**config.mk**
```make
export PLATFORM = sky130hd
export DESIGN_NAME = pipeline_hazard_controller_flat
export DESIGN_NICKNAME = d
export VERILOG_FILES = /design/src/rtl/hazard_pkg.sv /design/src/rtl/pipeline_hazard_controller_if.sv /design/src/rtl/pipeline_hazard_controller_load_use.sv /design/src/rtl/pipeline_hazard_controller.sv /design/src/flat_wrapper.sv
export SDC_FILE = /design/constraint.sdc
export NUM_CORES = 1
export LEC_CHECK = 0
export ABC_AREA = 1
export CORE_MARGIN = 8
export CORE_UTILIZATION = 37
export DETAILED_ROUTE_END_ITERATION = 16
export GPL_ROUTABILITY_DRIVEN = 1
export PLACE_DENSITY = 0.77
export SYNTH_ARGS = -nofsm -noshare
export SYNTH_HDL_FRONTEND = slang
export SYNTH_SLANG_ARGS = --single-unit
```
**constraint.sdc**
```tcl
create_clock -name i_clk -period 1.26 [get_ports i_clk]
set_input_delay 0.189 -clock i_clk [delete_from_list [all_inputs] [get_ports i_clk]]
set_output_delay 0.189 -clock i_clk [all_outputs]
set_load 0.1 [all_outputs]
```
**src/rtl/hazard_pkg.sv**
```systemverilog
// hazard_pkg
// Shared types and constants for the pipeline hazard controller:
//   state_t        controller FSM states
//   DRAIN_MAX      largest legal interrupt drain length (bubble cycles)
//   CNT_W          drain counter width, sized for DRAIN_MAX
//   REG_W_DEFAULT  default register index width
package hazard_pkg;

  localparam int DRAIN_MAX     = 7;
  localparam int CNT_W         = $clog2(DRAIN_MAX + 1);
  localparam int REG_W_DEFAULT = 3;

  typedef enum logic [2:0] {
    S_RUN         = 3'd0,
    S_INT_DRAIN   = 3'd1,
    S_INT_PUSH_HI = 3'd2,
    S_INT_PUSH_LO = 3'd3,
    S_INT_VECTOR  = 3'd4,
    S_RET_WAIT    = 3'd5
  } state_t;

endpackage

```
**src/rtl/pipeline_hazard_controller_if.sv**
```systemverilog
// pipeline_hazard_controller_if
// Bundles the pipeline-status inputs and buffer-control outputs of the
// hazard controller.
//   master : pipeline side, drives the i_* status, observes the o_* controls
//   slave  : controller side, reads the i_* status, drives the o_* controls
interface pipeline_hazard_controller_if
  import hazard_pkg::*;
#(
  parameter int REG_W = REG_W_DEFAULT
);

  logic [REG_W-1:0] i_fd_rs;
  logic [REG_W-1:0] i_fd_rt;
  logic             i_fd_uses_rs;
  logic             i_fd_uses_rt;
  logic [REG_W-1:0] i_dx_rd;
  logic             i_dx_mem_read;
  logic             i_dx_write_back;
  logic             i_dx_pop_pc;
  logic             i_branch_taken;
  logic             i_pc_loaded;
  logic             i_interrupt;

  logic             o_fetch_enable;
  logic             o_fd_enable;
  logic             o_fd_flush;
  logic             o_dx_enable;
  logic             o_dx_flush;
  logic             o_int_push;
  logic             o_int_push_hi;
  logic             o_load_vector;
  logic             o_busy;

  modport master (
    output i_fd_rs, i_fd_rt, i_fd_uses_rs, i_fd_uses_rt, i_dx_rd,
           i_dx_mem_read, i_dx_write_back, i_dx_pop_pc, i_branch_taken,
           i_pc_loaded, i_interrupt,
    input  o_fetch_enable, o_fd_enable, o_fd_flush, o_dx_enable, o_dx_flush,
           o_int_push, o_int_push_hi, o_load_vector, o_busy
  );

  modport slave (
    input  i_fd_rs, i_fd_rt, i_fd_uses_rs, i_fd_uses_rt, i_dx_rd,
           i_dx_mem_read, i_dx_write_back, i_dx_pop_pc, i_branch_taken,
           i_pc_loaded, i_interrupt,
    output o_fetch_enable, o_fd_enable, o_fd_flush, o_dx_enable, o_dx_flush,
           o_int_push, o_int_push_hi, o_load_vector, o_busy
  );

endinterface

```
**src/rtl/pipeline_hazard_controller_load_use.sv**
```systemverilog
// load_use_detector
// Flags a load in execute whose destination is read by the instruction in
// decode. Purely combinational.
//   rs, rt, uses_rs, uses_rt : decode-stage sources and their valid bits
//   rd, mem_read, write_back : execute-stage destination and load/write flags
//   hazard                   : decode must wait one cycle for the load data
module load_use_detector
  import hazard_pkg::*;
#(
  parameter int REG_W = REG_W_DEFAULT
) (
  input  logic [REG_W-1:0] rs,
  input  logic [REG_W-1:0] rt,
  input  logic             uses_rs,
  input  logic             uses_rt,
  input  logic [REG_W-1:0] rd,
  input  logic             mem_read,
  input  logic             write_back,
  output logic             hazard
);

  // r0 is a normal register here, so no zero-index exclusion.
  assign hazard = mem_read & write_back &
                  ((uses_rs & (rs == rd)) | (uses_rt & (rt == rd)));

endmodule

```
**src/rtl/pipeline_hazard_controller.sv**
```systemverilog
// pipeline_hazard_controller
// Stall/flush control for the fetch/decode and decode/execute buffers:
// load-use stalls, taken-branch flushes, interrupt entry (drain, two-cycle
// PC push, vector load) and RET/RTI wait for the popped PC.
//   i_clk, i_reset_n : clock, async active-low reset
//   bus (slave)      : pipeline status in, buffer/PC controls out
// Outputs are combinational from state and current inputs so the buffers
// react in the same cycle.
//
//   state         | meaning
//   S_RUN         | normal flow, branch / return / interrupt / load-use checks
//   S_INT_DRAIN   | bubbles before the interrupt PC push
//   S_INT_PUSH_HI | push upper PC half
//   S_INT_PUSH_LO | push lower PC half
//   S_INT_VECTOR  | load PC from the interrupt vector
//   S_RET_WAIT    | wait for the memory stage to return the popped PC
module pipeline_hazard_controller
  import hazard_pkg::*;
#(
  parameter int DRAIN_CYCLES = 2,
  parameter int REG_W        = REG_W_DEFAULT
) (
  input logic                         i_clk,
  input logic                         i_reset_n,
  pipeline_hazard_controller_if.slave bus
);

  state_t           state_q, state_d;
  logic [CNT_W-1:0] cnt_q, cnt_d;
  logic             pend_q, pend_d;
  logic             pend_now;
  logic             hazard;

  logic fetch_en, fd_en, fd_fl, dx_en, dx_fl, push, push_hi, load_vec;

  load_use_detector #(.REG_W(REG_W)) u_load_use (
    .rs         (bus.i_fd_rs),
    .rt         (bus.i_fd_rt),
    .uses_rs    (bus.i_fd_uses_rs),
    .uses_rt    (bus.i_fd_uses_rt),
    .rd         (bus.i_dx_rd),
    .mem_read   (bus.i_dx_mem_read),
    .write_back (bus.i_dx_write_back),
    .hazard     (hazard)
  );

  // A request seen this cycle counts immediately, so RUN can react to it.
  assign pend_now = pend_q | bus.i_interrupt;

  always_ff @(posedge i_clk or negedge i_reset_n) begin
    if (!i_reset_n) begin
      state_q <= S_RUN;
      cnt_q   <= '0;
      pend_q  <= 1'b0;
    end else begin
      state_q <= state_d;
      cnt_q   <= cnt_d;
      pend_q  <= pend_d;
    end
  end

  always_comb begin
    state_d  = state_q;
    cnt_d    = cnt_q;
    fetch_en = 1'b1;
    fd_en    = 1'b1;
    fd_fl    = 1'b0;
    dx_en    = 1'b1;
    dx_fl    = 1'b0;
    push     = 1'b0;
    push_hi  = 1'b0;
    load_vec = 1'b0;

    case (state_q)
      S_RUN: begin
        if (bus.i_branch_taken) begin
          fd_fl = 1'b1;
          dx_fl = 1'b1;
        end else if (bus.i_dx_pop_pc) begin
          fetch_en = 1'b0;
          fd_fl    = 1'b1;
          dx_fl    = 1'b1;
          state_d  = S_RET_WAIT;
        end else if (pend_now) begin
          // Execute keeps its instruction; only the younger fetch is dropped.
          fetch_en = 1'b0;
          fd_fl    = 1'b1;
          cnt_d    = CNT_W'(DRAIN_CYCLES - 1);
          state_d  = S_INT_DRAIN;
        end else if (hazard) begin
          fetch_en = 1'b0;
          fd_en    = 1'b0;
          dx_fl    = 1'b1;
        end
      end
      S_INT_DRAIN: begin
        fetch_en = 1'b0;
        fd_fl    = 1'b1;
        dx_fl    = 1'b1;
        if (cnt_q == '0) state_d = S_INT_PUSH_HI;
        else             cnt_d   = cnt_q - 1'b1;
      end
      S_INT_PUSH_HI: begin
        fetch_en = 1'b0;
        fd_fl    = 1'b1;
        dx_fl    = 1'b1;
        push     = 1'b1;
        push_hi  = 1'b1;
        state_d  = S_INT_PUSH_LO;
      end
      S_INT_PUSH_LO: begin
        fetch_en = 1'b0;
        fd_fl    = 1'b1;
        dx_fl    = 1'b1;
        push     = 1'b1;
        state_d  = S_INT_VECTOR;
      end
      S_INT_VECTOR: begin
        load_vec = 1'b1;
        fd_fl    = 1'b1;
        dx_fl    = 1'b1;
        state_d  = S_RUN;
      end
      S_RET_WAIT: begin
        fetch_en = bus.i_pc_loaded;
        fd_fl    = 1'b1;
        dx_fl    = 1'b1;
        if (bus.i_pc_loaded) state_d = S_RUN;
      end
      default: state_d = S_RUN;
    endcase

    // Held in reset: freeze everything and keep both buffers cleared.
    if (!i_reset_n) begin
      fetch_en = 1'b0;
      fd_en    = 1'b0;
      dx_en    = 1'b0;
      fd_fl    = 1'b1;
      dx_fl    = 1'b1;
      push     = 1'b0;
      push_hi  = 1'b0;
      load_vec = 1'b0;
    end
  end

  assign pend_d = (state_d == S_INT_VECTOR) ? 1'b0 : pend_now;

  assign bus.o_fetch_enable = fetch_en;
  assign bus.o_fd_enable    = fd_en;
  assign bus.o_fd_flush     = fd_fl;
  assign bus.o_dx_enable    = dx_en;
  assign bus.o_dx_flush     = dx_fl;
  assign bus.o_int_push     = push;
  assign bus.o_int_push_hi  = push_hi;
  assign bus.o_load_vector  = load_vec;
  assign bus.o_busy         = (state_q != S_RUN);

endmodule

```
**src/flat_wrapper.sv**
```systemverilog
// flat-port wrapper written by rule: the top's interface ports become plain ports
module pipeline_hazard_controller_flat import hazard_pkg::*;
#(
  parameter int DRAIN_CYCLES = 2,
  parameter int REG_W        = REG_W_DEFAULT
)
  (i_clk, i_reset_n, bus_i_fd_rs, bus_i_fd_rt, bus_i_fd_uses_rs, bus_i_fd_uses_rt, bus_i_dx_rd, bus_i_dx_mem_read, bus_i_dx_write_back, bus_i_dx_pop_pc, bus_i_branch_taken, bus_i_pc_loaded, bus_i_interrupt, bus_o_fetch_enable, bus_o_fd_enable, bus_o_fd_flush, bus_o_dx_enable, bus_o_dx_flush, bus_o_int_push, bus_o_int_push_hi, bus_o_load_vector, bus_o_busy);
  pipeline_hazard_controller_if #(.REG_W(REG_W)) bus_i ();
  input logic i_clk;
  input logic i_reset_n;
  input wire logic [$bits(bus_i.i_fd_rs)-1:0] bus_i_fd_rs;
  input wire logic [$bits(bus_i.i_fd_rt)-1:0] bus_i_fd_rt;
  input wire logic [$bits(bus_i.i_fd_uses_rs)-1:0] bus_i_fd_uses_rs;
  input wire logic [$bits(bus_i.i_fd_uses_rt)-1:0] bus_i_fd_uses_rt;
  input wire logic [$bits(bus_i.i_dx_rd)-1:0] bus_i_dx_rd;
  input wire logic [$bits(bus_i.i_dx_mem_read)-1:0] bus_i_dx_mem_read;
  input wire logic [$bits(bus_i.i_dx_write_back)-1:0] bus_i_dx_write_back;
  input wire logic [$bits(bus_i.i_dx_pop_pc)-1:0] bus_i_dx_pop_pc;
  input wire logic [$bits(bus_i.i_branch_taken)-1:0] bus_i_branch_taken;
  input wire logic [$bits(bus_i.i_pc_loaded)-1:0] bus_i_pc_loaded;
  input wire logic [$bits(bus_i.i_interrupt)-1:0] bus_i_interrupt;
  output wire logic [$bits(bus_i.o_fetch_enable)-1:0] bus_o_fetch_enable;
  output wire logic [$bits(bus_i.o_fd_enable)-1:0] bus_o_fd_enable;
  output wire logic [$bits(bus_i.o_fd_flush)-1:0] bus_o_fd_flush;
  output wire logic [$bits(bus_i.o_dx_enable)-1:0] bus_o_dx_enable;
  output wire logic [$bits(bus_i.o_dx_flush)-1:0] bus_o_dx_flush;
  output wire logic [$bits(bus_i.o_int_push)-1:0] bus_o_int_push;
  output wire logic [$bits(bus_i.o_int_push_hi)-1:0] bus_o_int_push_hi;
  output wire logic [$bits(bus_i.o_load_vector)-1:0] bus_o_load_vector;
  output wire logic [$bits(bus_i.o_busy)-1:0] bus_o_busy;
  assign bus_i.i_fd_rs = bus_i_fd_rs;
  assign bus_i.i_fd_rt = bus_i_fd_rt;
  assign bus_i.i_fd_uses_rs = bus_i_fd_uses_rs;
  assign bus_i.i_fd_uses_rt = bus_i_fd_uses_rt;
  assign bus_i.i_dx_rd = bus_i_dx_rd;
  assign bus_i.i_dx_mem_read = bus_i_dx_mem_read;
  assign bus_i.i_dx_write_back = bus_i_dx_write_back;
  assign bus_i.i_dx_pop_pc = bus_i_dx_pop_pc;
  assign bus_i.i_branch_taken = bus_i_branch_taken;
  assign bus_i.i_pc_loaded = bus_i_pc_loaded;
  assign bus_i.i_interrupt = bus_i_interrupt;
  assign bus_o_fetch_enable = bus_i.o_fetch_enable;
  assign bus_o_fd_enable = bus_i.o_fd_enable;
  assign bus_o_fd_flush = bus_i.o_fd_flush;
  assign bus_o_dx_enable = bus_i.o_dx_enable;
  assign bus_o_dx_flush = bus_i.o_dx_flush;
  assign bus_o_int_push = bus_i.o_int_push;
  assign bus_o_int_push_hi = bus_i.o_int_push_hi;
  assign bus_o_load_vector = bus_i.o_load_vector;
  assign bus_o_busy = bus_i.o_busy;
  pipeline_hazard_controller #(.DRAIN_CYCLES(DRAIN_CYCLES), .REG_W(REG_W)) u_core (.i_clk(i_clk), .i_reset_n(i_reset_n), .bus(bus_i));
endmodule
```
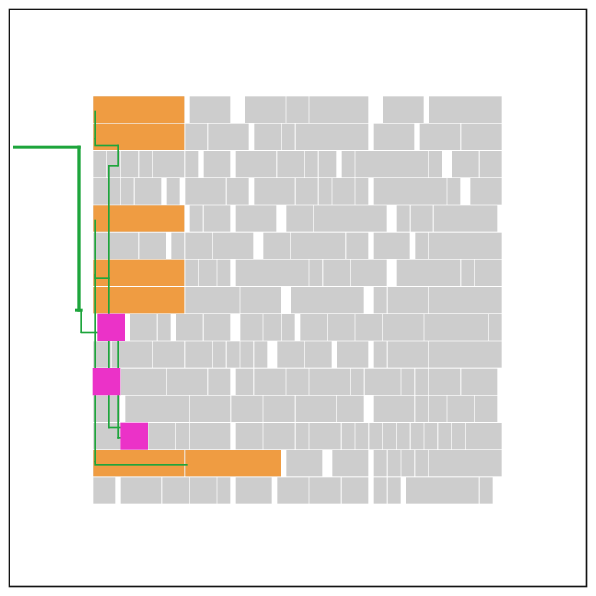
*Clock distribution*
(10 px per um)
Magenta is clock-net drivers, count 3. Green is clock wires, length 114 um. Orange is flip-flops, count 7.
There are 4 routed clock nets.

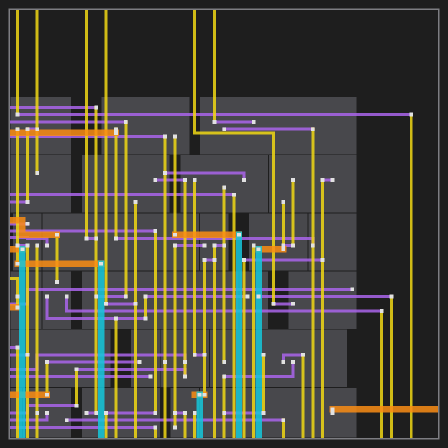
*Zoomed window*
Window x 33 to 53, y 33 to 53 um. Cells in gray, sequential cells in the stronger gray; small squares are vias.
Cyan is M4. Yellow is M2. Purple is M1. Orange is M3.
23 logic cells have their middle in the window. Sequential cells in the window: 0. Most frequent: buf_12 (5).

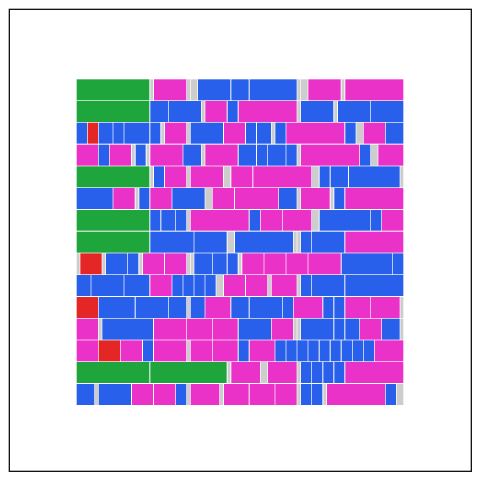
*Placed cells, one color a class*
(8 px per um) Fill, decap, tap and diode cells in gray.
Green is sequential cells, cells 7, share of their area 11%. Red is clock drivers and dummy loads, cells 4, share of their area 1.7%. Blue is remaining logic cells, cells 101, share of their area 43%. Magenta is remaining buffers and delay cells, cells 67, share of their area 44%.

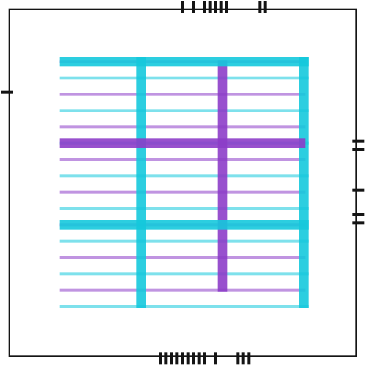
*Floorplan with the power grid*
(6 px per um) Pins as bars on the die edge.
Cyan is VSS. Purple is VDD.
The core has 15 rows. 3 straps on met5. 28 signal pins sit on the boundary. 16 met1 rails follow the rows. 3 straps on met4.
standard cell core area: 0.00167 mm^2
Max VDD drop: 0.00172 V
vertical die dimension: 57.6 um
Die Width: 57.6 um

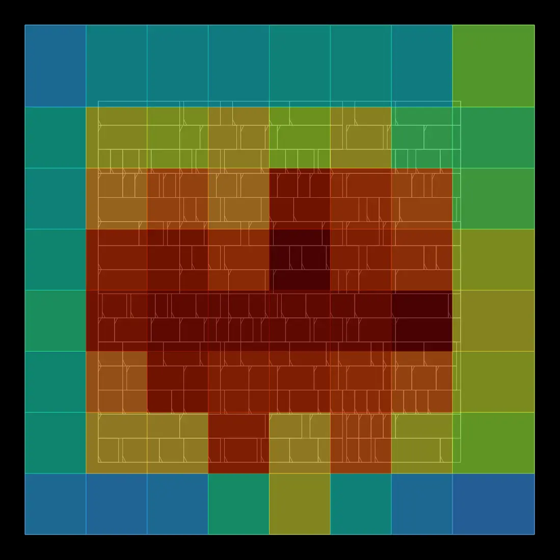
*Track usage over the die*
met3 demand-to-capacity share in global routing: 2.02%
total global-route track usage: 20.1%
GRT met2 Usage: 41.5%
fraction of the core area covered by cells at the end of the flow: 96.1%

-- power groups by stage --
stage / sequential [W] / combinational [W] / clock (W)
2_1_floorplan: 0.000391 / 0.00126 / 0
3_3_place_gp: 0.000397 / 0.00206 / 0
3_5_place_dp: 0.000403 / 0.00214 / 0
4_1_cts: 0.000402 / 0.00263 / 0.000203
5_1_grt: 0.000431 / 0.00334 / 0.000217
6_report: 0.000430 / 0.00322 / 0.000206
-- metrics by stage --
step                      hold WS (ns)  setup slack [ns]
after global routing            0.0841            -0.636
after global placement           0.474            -0.539
after detailed placement         0.479            -0.614
final                           0.0784            -0.607
after CTS                       0.0379            -0.444
after floorplan                 -0.107            -0.388
==> results.toml <==
# implementation run metrics
[outcome]
status = "complete, but fails checks"
failed_checks = "negative setup slack"

[global_routing]
overflow = 0
grt_first_pass_wirelength_mm = 5.18
grt_max_degree = 8
grt.busiest_layer = "met2"

[cells_and_area]
biggestRegsByFlops = "u_core.cnt_q (3), u_core.state_q (3), u_core.pend_q (1)"
lay_top_count = "sky130_fd_sc_hd__buf_4"
n_all_inverters = 25
largest_class = "buffers"
area.sequential_um2 = 176
final.signal_buffer_count = 67
num-nets-final = 201
final_layout_size_suffix_gt1_share_pct = 53.1
final_layout_clock_buffer_total = 4
antennaDiodeCount = 0
area.growth.synth_to_final_pct = 151
comb.multi_input.count = 76
clock_area_share_pct = 1.64
multi_input_comb_area_um2 = 563
seq_share_pct = 11.0

[clock_tree]
clkSinkCount = 7
clock_path_buffers = 2
ctsHoldBuffers = 0
tritoncts = "built"
cts_post_setup_buffers_inserted = 11
cts.root.buffer_cell = "sky130_fd_sc_hd__clkbuf_4"
h-tree-depth = 1
cts_resized = 46

[setup_path]
cp.depth = 13
critPathCapture = "bus_o_fetch_enable"
reg2regPathDepth = 11
critical_path_arrival_ns = 1.68
timing.critical_path.slowest_cell_delay_ns = 0.28
cpMostUsedCell = "sky130_fd_sc_hd__nand2_1"
timing.rr.start = "u_core.state_q[0]"
worstPathMaxFanout = 3
critical_path.reg2reg.endpoint = "u_core.cnt_q[2]"
ff2ff_setup_slack_ns = -0.37
worst-endpoint-required_ns = 1.07

[hold_path]
min-delay-path-class = "input port to async pin"

[route]
wl_met2_mm = 2.27
ant_nets = 0
number_of_violations_reported_at_the_end_of_detailed_routing_iteration_0 = 64
routedWlPerCell_um = 22.8
routedLengthMet1_mm = 1.46
route.detailed.vias_per_inst = 5.78

[run]
cap_viol_max_count = 0

[timing]
slew-limit-headroom_pct = 75.6
timing.final.hold_violations = 0
layout_worst_path_cycle_share_pct = 148
setup_viol_count_final = 14
fin_tns_setup_ns = -5.24
slew_violations = 0
fmaxAchievable_mhz = 536
post-route-worst-setup-slack_ns = -0.607

[logic_synthesis]
top_area_cell = "sky130_fd_sc_hd__dfrtp_1"
post_synth_ao_oa_area_fraction_pct = 10.6
post_synth_main_logic_family = "simple AND/OR/NAND/NOR gates"
synth_chip_area_um2 = 639
synthArstFlopShare_pct = 100
synth-edff-count = 0
mean_instance_size_in_the_synthesized_netlist_um2 = 5.87
synth_dominant_cell_count = "sky130_fd_sc_hd__nand2_1"
fp_nets = 130
yosys.area.top_type_share_pct = 27.4
synthCells = 109
post_synth_seq_share_pct = 27.4
synthXorXnorAreaFrac_pct = 0
synthTopCellsByCount = "sky130_fd_sc_hd__nand2_1, sky130_fd_sc_hd__inv_1, sky130_fd_sc_hd__nor2_1, sky130_fd_sc_hd__dfrtp_1, sky130_fd_sc_hd__o21ai_0"
synth-adder-area-share_pct = 3.91
ys_cells = 109
tally_of_yosys_warning_messages = 0

[floorplanning]
number_of_cell_rows = 15
io_pins = 28
die_footprint_mm2 = 0.00331

[place]
detailed_place_hpwl_mm = 1.99
placed_cells_incl_taps = 177
postPlaceCellArea_mm2 = 0.00129

[power]
static-leakage-power_nw = 0.812
comb_power_share_pct = 83.5
cell_internal_pwr_w = 0.00185
p_total_w = 0.00386
netSwitchingFraction_pct = 52.1
share_seq_of_total_power_pct = 11.1
power_switching_w = 0.00201
power_density_mw_per_mm2 = 2400
Power is estimated from default activity; no workload was simulated.
